`config.mk`:
```
export PLATFORM = sky130hd
export DESIGN_NAME = dac_sched
export DESIGN_NICKNAME = d
export VERILOG_FILES = /design/src/rtl/dac_pkg.sv /design/src/rtl/dac_ramp.sv /design/src/rtl/dac_sched.sv
export SDC_FILE = /design/constraint.sdc
export NUM_CORES = 1
export LEC_CHECK = 0
export CORE_ASPECT_RATIO = 1.75
export CORE_UTILIZATION = 35
export DETAILED_ROUTE_END_ITERATION = 12
export SYNTH_ARGS = -nofsm -noshare
export SYNTH_HDL_FRONTEND = slang
export SYNTH_SLANG_ARGS = --single-unit
```
`constraint.sdc`:
```
create_clock -name clk -period 5.2 [get_ports clk]
set_input_delay 1.04 -clock clk [delete_from_list [all_inputs] [get_ports clk]]
set_output_delay 1.04 -clock clk [all_outputs]
set_load 0.01 [all_outputs]
```
`src/rtl/dac_pkg.sv`:
```
// Shared types and helpers for the DAC update scheduler: code width, channel
// and FSM state enums, and the saturating add used for ramp and channel values.
package dac_pkg;

  localparam int DW = 10;

  typedef enum logic [1:0] {CH_0A, CH_0B, CH_1A, CH_1B} ch_e;

  typedef enum logic [1:0] {S_IDLE, S_SEND, S_WAIT} state_e;

  function automatic logic [DW-1:0] sat_add(input logic [DW-1:0] a, input logic [DW-1:0] b);
    logic [DW:0] s;
    s = {1'b0, a} + {1'b0, b};
    return s[DW] ? {DW{1'b1}} : s[DW-1:0];
  endfunction

endpackage

```
`src/rtl/dac_ramp.sv`:
```
// Ramp sequencer: offset r steps by a latched increment on each tick for a latched
// number of ticks, then holds. Registered outputs; evt flags any cycle that changes ramp state.
module dac_ramp
  import dac_pkg::*;
#(
  parameter int RAMP_LW = 8
) (
  input  logic               clk,
  input  logic               rst_n,
  input  logic [DW-1:0]      ramp_inc,
  input  logic [RAMP_LW-1:0] ramp_len,
  input  logic               ramp_start,
  input  logic               ramp_clr,
  input  logic               tick,
  output logic [DW-1:0]      r,
  output logic               active,
  output logic               evt
);

  logic [RAMP_LW-1:0] rcnt;
  logic [DW-1:0]      inc;

  // clr beats start beats tick when they coincide
  always_ff @(posedge clk or negedge rst_n) begin
    if (!rst_n) begin
      r      <= '0;
      rcnt   <= '0;
      inc    <= '0;
      active <= 1'b0;
    end else if (ramp_clr) begin
      r      <= '0;
      active <= 1'b0;
    end else if (ramp_start) begin
      r      <= '0;
      rcnt   <= ramp_len;
      inc    <= ramp_inc;
      active <= (ramp_len != '0);
    end else if (tick && active) begin
      r    <= sat_add(r, inc);
      rcnt <= rcnt - 1'b1;
      if (rcnt == RAMP_LW'(1)) active <= 1'b0;
    end
  end

  assign evt = ramp_clr | ramp_start | (tick & active);

endmodule

```
`src/rtl/dac_sched.sv`:
```
// DAC update scheduler: shadows + ramp merged into one pending request, sent as a held snapshot
// over vld/rdy (vld 2 clk after an idle event; waits in WAIT for dac rdy). Optional DAC_SCHED_REFRESH_EN.
module dac_sched
  import dac_pkg::*;
#(
  parameter int RAMP_LW     = 8,
  parameter int REFRESH_DIV = 1024
) (
  input  logic               clk,
  input  logic               rst_n,
  input  logic               i_host_we,
  input  logic [1:0]         i_host_ch,
  input  logic [DW-1:0]      i_host_data,
  input  logic [DW-1:0]      i_ramp_inc,
  input  logic [RAMP_LW-1:0] i_ramp_len,
  input  logic               i_ramp_start,
  input  logic               i_ramp_clr,
  input  logic               i_tick,
  output logic [DW-1:0]      o_dac_data_0a,
  output logic [DW-1:0]      o_dac_data_0b,
  output logic [DW-1:0]      o_dac_data_1a,
  output logic [DW-1:0]      o_dac_data_1b,
  output logic               o_dac_vld,
  input  logic               i_dac_rdy,
  output logic               o_ramp_active,
  output logic               o_busy
);

  logic [DW-1:0] base   [4];
  logic [DW-1:0] data_q [4];
  logic [DW-1:0] r;
  logic          ramp_evt;
  logic          ref_evt;
  logic          pend;
  logic          send_entry;
  state_e        state, state_nxt;

  dac_ramp #(.RAMP_LW(RAMP_LW)) u_ramp (
    .clk        (clk),
    .rst_n      (rst_n),
    .ramp_inc   (i_ramp_inc),
    .ramp_len   (i_ramp_len),
    .ramp_start (i_ramp_start),
    .ramp_clr   (i_ramp_clr),
    .tick       (i_tick),
    .r          (r),
    .active     (o_ramp_active),
    .evt        (ramp_evt)
  );

  always_ff @(posedge clk or negedge rst_n) begin
    if (!rst_n) begin
      for (int k = 0; k < 4; k++) base[k] <= '0;
    end else if (i_host_we) begin
      base[i_host_ch] <= i_host_data;
    end
  end

`ifdef DAC_SCHED_REFRESH_EN
  localparam int RW = $clog2(REFRESH_DIV);
  logic [RW-1:0] ref_cnt;

  // Restarting on SEND entry means refresh only fills gaps in real traffic
  always_ff @(posedge clk or negedge rst_n) begin
    if (!rst_n)                    ref_cnt <= '0;
    else if (send_entry || ref_evt) ref_cnt <= '0;
    else                           ref_cnt <= ref_cnt + 1'b1;
  end

  assign ref_evt = (ref_cnt == RW'(REFRESH_DIV - 1));
`else
  assign ref_evt = 1'b0;
`endif

  always_ff @(posedge clk or negedge rst_n) begin
    if (!rst_n) state <= S_IDLE;
    else        state <= state_nxt;
  end

  always_comb begin
    state_nxt = state;
    case (state)
      S_IDLE: if (pend) state_nxt = S_SEND;
      S_SEND: if (i_dac_rdy) state_nxt = S_WAIT;
      S_WAIT: if (i_dac_rdy) state_nxt = pend ? S_SEND : S_IDLE;
      default: state_nxt = S_IDLE;
    endcase
  end

  assign send_entry = (state_nxt == S_SEND) && (state != S_SEND);

  // Pending out of reset so the dac is loaded with zeros; a same-cycle event survives SEND entry
  always_ff @(posedge clk or negedge rst_n) begin
    if (!rst_n) pend <= 1'b1;
    else        pend <= i_host_we | ramp_evt | ref_evt | (pend & ~send_entry);
  end

  always_ff @(posedge clk or negedge rst_n) begin
    if (!rst_n) begin
      for (int k = 0; k < 4; k++) data_q[k] <= '0;
    end else if (send_entry) begin
      for (int k = 0; k < 4; k++) data_q[k] <= sat_add(base[k], r);
    end
  end

  assign o_dac_data_0a = data_q[CH_0A];
  assign o_dac_data_0b = data_q[CH_0B];
  assign o_dac_data_1a = data_q[CH_1A];
  assign o_dac_data_1b = data_q[CH_1B];
  assign o_dac_vld     = (state == S_SEND);
  assign o_busy        = (state != S_IDLE) | pend;

endmodule

```
run_1/clock_map.png
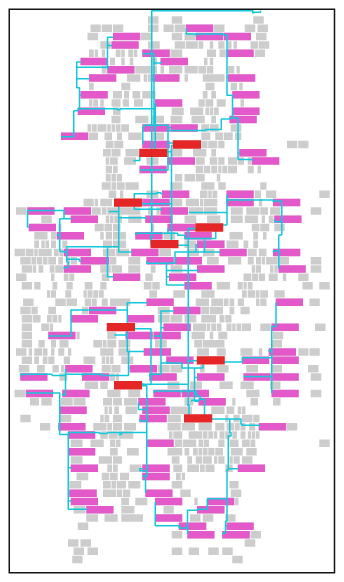
flip-flops: marked magenta, count 112. cells driving clock nets: marked red, count 9. clock wires: marked cyan, length 1430 um.
There are 10 routed clock nets.
Clk. pwr: 737 uW
clock skew: 0.00858 ns
worst skew pair latency: 0.35 ns
clock power share: 23.1%

run_1/registers.png
Other sequential cells in the stronger gray, the rest of the logic in the fainter gray.
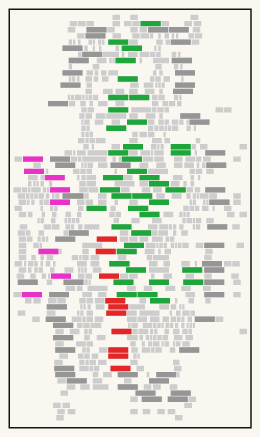
base: marked green, placed flops 40. u_ramp.rcnt: marked magenta, placed flops 8, where middle left. u_ramp.r: marked red, placed flops 10.
Another 54 sequential cells are not colored.

run_1/cell_classes.png
The bar under the picture is 20 um long.
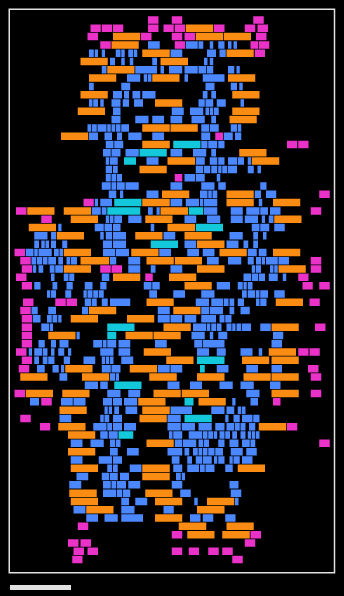
clock drivers and dummy loads: marked cyan, cells 16. flip-flops: marked orange, cells 112. all other logic: marked blue, cells 496. other buffers and delay cells: marked magenta, cells 83.
total core area: 0.0186 sq mm
post-route cell area: 0.00801 sq mm

==> flow_summary.ini, run 1 <==
; generated from flow reports
[outcome]
outcome = complete, no violations

[clock_network]
path_clk_slew_ns = 0.07
cts-root-buf = clkbuf_16
post_cts_resize_count = 0
ctsHoldBuffers = 0
cts_buffers = 9
htreeDepth = 3
post_cts_buffers = 0

[critical_path]
cp-startpoint = i_ramp_start
crit_path_end = u_ramp.inc[2]
rr_endpoint = o_dac_data_0b[8]
ff2ff_setup_slack_ns = 2.36
cp.depth = 3
worstPathArrival_ns = 3.25
cp_num_buf_inv = 1
crit_family = buffers and inverters
cpPeakStageDelay_ns = 0.99
crit_path_max_fanout = 26
r2r-start = u_ramp.r[1]
crit_type = in2reg
cp_cell_sequence = clkdlybuf4s50_1 -> nor2b_1 -> mux2_2
reg2reg_depth = 7

[die]
num_io_pins = 80
die_w_um = 106
fp_util_pct = 35.7
rows = 66
tap_cells = 238
dieArea_sq_mm = 0.0195
dieHeight_um = 184

[synth]
ys.flops = 112
syn_inst = 626
common_cells = dfrtp_1 (111), nor2_1 (53), ha_1 (52)
syn_avg_cell_area_sq_um = 10.6
ys_area_sq_mm = 0.00664
synthTopCellsByArea = dfrtp_1 (42%), ha_1 (9.8%), mux2_2 (8.5%), xnor2_1 (3.2%), o21ai_0 (3.1%)
ys_warn_count = 0
yosysTopAreaCell = dfrtp_1
top_area_share_pct = 41.9
top_cell = dfrtp_1
ys_cells = 626
edf_count = 0
yosys.stat.seqShare_pct = 42.3
synth_cell_types = 61

[power]
powerDensity_mw_per_mm2 = 399
comb_power_share_pct = 36.9
top_power_group = registers
p_leak_uw = 0.00345
comb_cell_power_uw = 1180
seq_power_share_pct = 40.1
power_switching_share_pct = 32.2
ir_worst_vdd_uv = 239
internal_power_uw = 2170

[final_timing]
finalHoldViolCount = 0
worstMarginPinSlew_ns = 1.04
period_needed_ns = 3.02
fin_crit_sh_pct = 58.0
tns_ns = 0
drv_slew = 0
hold_slack_ns = 0.500
rsz0062_at_grt = false
finalWorstSetupSlack_ns = 2.18

[routing]
firstDrtPassIters = 4
wl_um = 16300
wl_per_cell_um = 17.3
ant_nets = 0
drc = 0

[placement]
gp_congestion = 0.883
port_buffers = 79
dp.cells = 929

[grt]
antenna_found_initial = 0
grt_max_degree = 72
grt_pass1_wl_um = 26300
overflow = 0

[final_layout]
sh_comb_area_pct = 46.2
flop-count = 112
clk_share_pct = 3.95
final_common_cell = dfrtp_1
fin_util_pct = 43.1
seqCellArea_sq_mm = 0.00280
comb_cells = 476
buffer_area_share_pct = 10.2
inverters = 20
fill_cells = 1761
diodes = 0
most-common-layout-cells = dfrtp_1 (111), clkdlybuf4s50_1 (78), nor2_1 (53)
final_cells = 945

[min_path]
worstHoldPathCells = 2
hp-class = reg2reg

[job]
warning_count = 27
-- run 1: worst min path at each step --
stage                    from              to  slack [ns]
3_5_place_dp   u_ramp.rcnt[4]  u_ramp.rcnt[4]        0.49
2_1_floorplan  u_ramp.rcnt[4]  u_ramp.rcnt[4]        0.46
4_1_cts        u_ramp.rcnt[4]  u_ramp.rcnt[4]        0.51
3_3_place_gp   u_ramp.rcnt[4]  u_ramp.rcnt[4]        0.49
5_1_grt               base[9]         base[9]        0.52
6_report       u_ramp.rcnt[4]  u_ramp.rcnt[4]        0.50
-- run 1: state kept, by name, summed over array words and instances, names as in the netlist --
name / flops
o_dac_data_1a: 10
pend: 1
u_ramp.active: 1
u_ramp.inc: 10
u_ramp.r: 10
u_ramp.rcnt: 8
o_dac_data_0b: 10
o_dac_data_0a: 10
state: 2
base: 40
o_dac_data_1b: 10
-- run 1: logic make-up (layout without fill, tap and decap cells) --
logic type / after synthesis / after routing / synth area share [%]
flip-flops: 112 / 112 / 42.3
multiplexers: 52 / 52 / 8.79
AND-OR/OR-AND: 196 / 196 / 20.8
XOR/XNOR: 31 / 31 / 4.09
adder cells (fa/ha/maj): 57 / 57 / 11.3
buffers and inverters: 38 / 119 / 2.15
AND/OR/NAND/NOR: 140 / 140 / 10.6
-- run 1: worst register-to-register path, stage by stage (launching register included) --
cell and delay [ns]:
dfrtp_1 0.57, inv_1 0.41, fa_1 0.34, nor2b_4 0.06, o2111a_1 0.26, or2_1 0.26, a311o_2 0.48, o32a_1 0.36
-- run 1: metal layers --
layer,global-route usage [%],part of all wire (%),up-vias
li1,-,-,2494
met1,17.8,38,2550
met2,33.7,55,129
met3,2.86,3.8,38
met4,8.00,3.5,0
met5,0,0,-
run_1/final_congestion.png
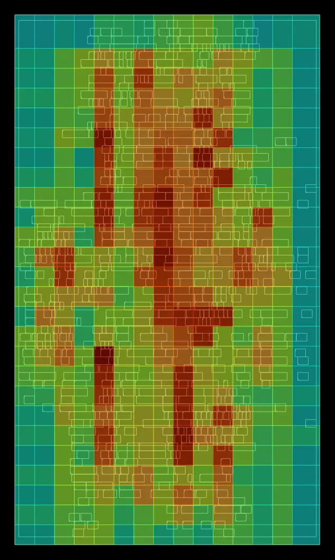

--- run 2 (diff from run 1) ---
==> constraint.sdc (replaced) <==
create_clock -name clk -period 2.7 [get_ports clk]
set_input_delay 0.54 -clock clk [delete_from_list [all_inputs] [get_ports clk]]
set_output_delay 0.54 -clock clk [all_outputs]
set_load 0.01 [all_outputs]
run_2/final_congestion.png
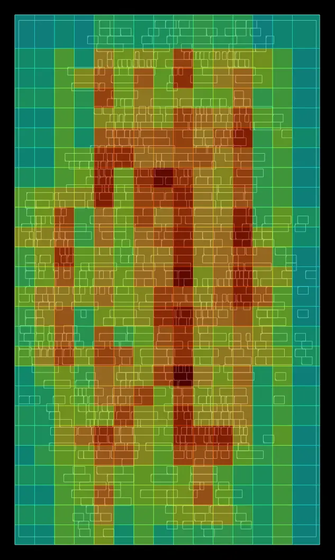
Top Usage Layer GRT: met2
WL per Instance: 17.9 um
met1 usage: 19.4%
met3 usage: 2.83%
Final Util: 43.6%

run_2/pdn.png
Pins as bars on the die edge. Tap cells in gray.
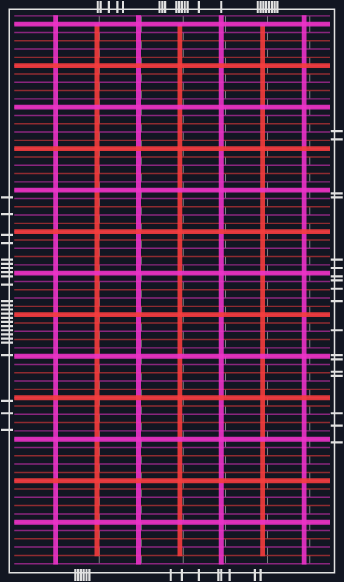
VSS: marked magenta. VDD: marked red.
67 met1 rails follow the rows. 13 straps on met5. 238 tap cells. 7 straps on met4.

==> run 2 against run 1 <==
  * Clock-buffer cell count fell by 1
  * Utilization rose by 0.51 points
  * Sequential share of layout area fell by 0.41 points
  * Clock power rose by 93%
  * Die area did not move
  * Register-to-register slack got worse by 2.2 ns
  * Design area rose by 1.2%
==> flow_summary.ini, run 2 <==
; generated from flow reports
[outcome]
outcome = complete, no violations

[final_layout]
largest_reg_flops = 40
diodes = 0
seqCellArea_sq_mm = 0.00280
regMostFlops = base
fill_cells = 1764
final_cells = 954
final_common_cell = dfrtp_1
most-common-layout-cells = dfrtp_1 (111), clkdlybuf4s50_1 (78), nor2_1 (53)

[final_timing]
rsz0062_at_grt = false
clock_skew_ns = 0.0101
period_needed_ns = 2.58
hold_slack_ns = 0.159
finalHoldViolCount = 0
drv_slew = 0
fin_crit_sh_pct = 95.6
worstMarginPinSlew_ns = 0.723
tns_ns = 0

[routing]
drc = 0
firstDrtPassIters = 5
wl_um = 17100
ant_nets = 0

[power]
ir_worst_vdd_uv = 349
p_sw_uw = 2010
comb_power_share_pct = 37.4
internal_power_uw = 4180
power_switching_share_pct = 32.5
clkPwrFrac_pct = 22.8
powerDensity_mw_per_mm2 = 765
seq_power_share_pct = 39.7
p_leak_uw = 0.00349

[critical_path]
crit_path_max_fanout = 8
crit_type = reg2reg
cpPeakStageDelay_ns = 0.48
crit_family = AND-OR/OR-AND gates
cp_cell_sequence = ha_1 -> inv_1 -> fa_1 -> nor2b_4 -> o2111a_1 -> or2_1 -> a311o_2 -> o32a_1
cp_num_buf_inv = 1
worstPathArrival_ns = 2.82

[synth]
syn_area_sq_mm = 0.00664
ys_cells = 626
syn_avg_cell_area_sq_um = 10.6
ys.flops = 112
top_cell = dfrtp_1
yosysTopAreaCell = dfrtp_1
syn_inst = 626
edf_count = 0
synthTopCellsByArea = dfrtp_1 (42%), ha_1 (9.8%), mux2_2 (8.5%), xnor2_1 (3.2%), o21ai_0 (3.1%)
top_area_share_pct = 41.9
common_cells = dfrtp_1 (111), nor2_1 (53), ha_1 (52)
yosys.stat.seqShare_pct = 42.3
ys_warn_count = 0
synth_cell_types = 61
ys_area_sq_mm = 0.00664

[grt]
antenna_found_initial = 0
grt_max_degree = 40
overflow = 0
grt_pass1_wl_um = 27600

[clock_network]
ctsHoldBuffers = 0
clk_latency_ns = 0.35
cts_buffers = 9
htreeDepth = 3
path_clk_slew_ns = 0.08
post_cts_buffers = 0
cts-root-buf = clkbuf_16
post_cts_resize_count = 0

[die]
fp_util_pct = 35.7
coreArea_sq_mm = 0.0186
dieArea_sq_mm = 0.0195
num_io_pins = 80
dieHeight_um = 184
die_w_um = 106
rows = 66

[job]
warning_count = 27

[min_path]
hp-class = in2async

[placement]
port_buffers = 79
gp_congestion = 0.924
dp.cells = 938
run_2/cell_classes.png
The bar under the picture is 20 um long.
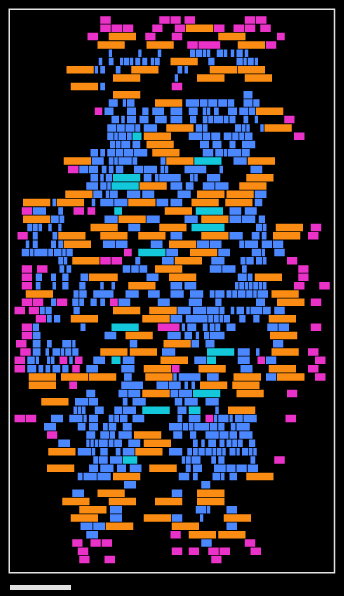
flip-flops: marked orange, cells 112. other buffers and delay cells: marked magenta, cells 92. all other logic: marked blue, cells 496. clock drivers and dummy loads: marked cyan, cells 16.

run 2: cell counts after synthesis:
No cell type changed its count.
run 2: logic make-up after synthesis:
family / synth area share (%)
compound gates: 20.8
xor+xnor: 4.09
fa+ha+maj: 11.3
buf+inv: 2.15
flops: 42.3
mux: 8.79
simple gates: 10.6
run 2: path summary, 6_finish.rpt:
check | end | from | slack (ns) | cells after the start
max | o_dac_data_1a[8] | u_ramp.r[0] | 0.12 | 8
min | o_dac_data_1b[6] | rst_n | 0.16 | 1
max reg2reg | o_dac_data_1a[8] | u_ramp.r[0] | 0.12 | 8
min reg2reg | o_dac_data_1b[9] | o_dac_data_1b[9] | 0.50 | 2
max in group asynchronous | pend | rst_n | 1.88 | 2
min in group clk | o_dac_data_1b[9] | o_dac_data_1b[9] | 0.50 | 2
run 2: layout make-up:
cell class                      count  share of cell area, %
Sequential cell                   112                   34.6
Clock inverter                      6                  0.927
Timing Repair Buffer               92                   11.2
Multi-Input combinational cell    476                   45.7
Tap cell                          238                   3.68
Inverter                           20                  0.927
Clock buffer                       10                   2.95
run 2: per-layer routing:
metal  track usage (%)  share of wire [%]
met1              19.4                 38
met2              35.1                 55
met3              2.83                3.6
met4              7.61                3.6
met5                 0                  0
run 2: power groups by stage:
stage / Clock, uW / Sequential, uW / Combinational (uW)
floorplan: 0 / 2570 / 1150
global placement: 0 / 2480 / 2300
detailed placement: 0 / 2510 / 2330
CTS: 1460 / 2480 / 2340
global route: 1520 / 2540 / 2550
finish: 1420 / 2460 / 2320
run 2: through the flow:
step	utilization [%]	setup slack (ns)	cell area, sq um
2_1_floorplan	-	0.324	6640
3_3_place_gp	41.9	0.193	7780
3_5_place_dp	41.9	0.127	7780
4_1_cts	43.6	0.115	8100
5_1_grt	43.6	0.0222	8100
6_report	43.6	0.119	8100
Power is estimated from default activity; no workload was simulated.
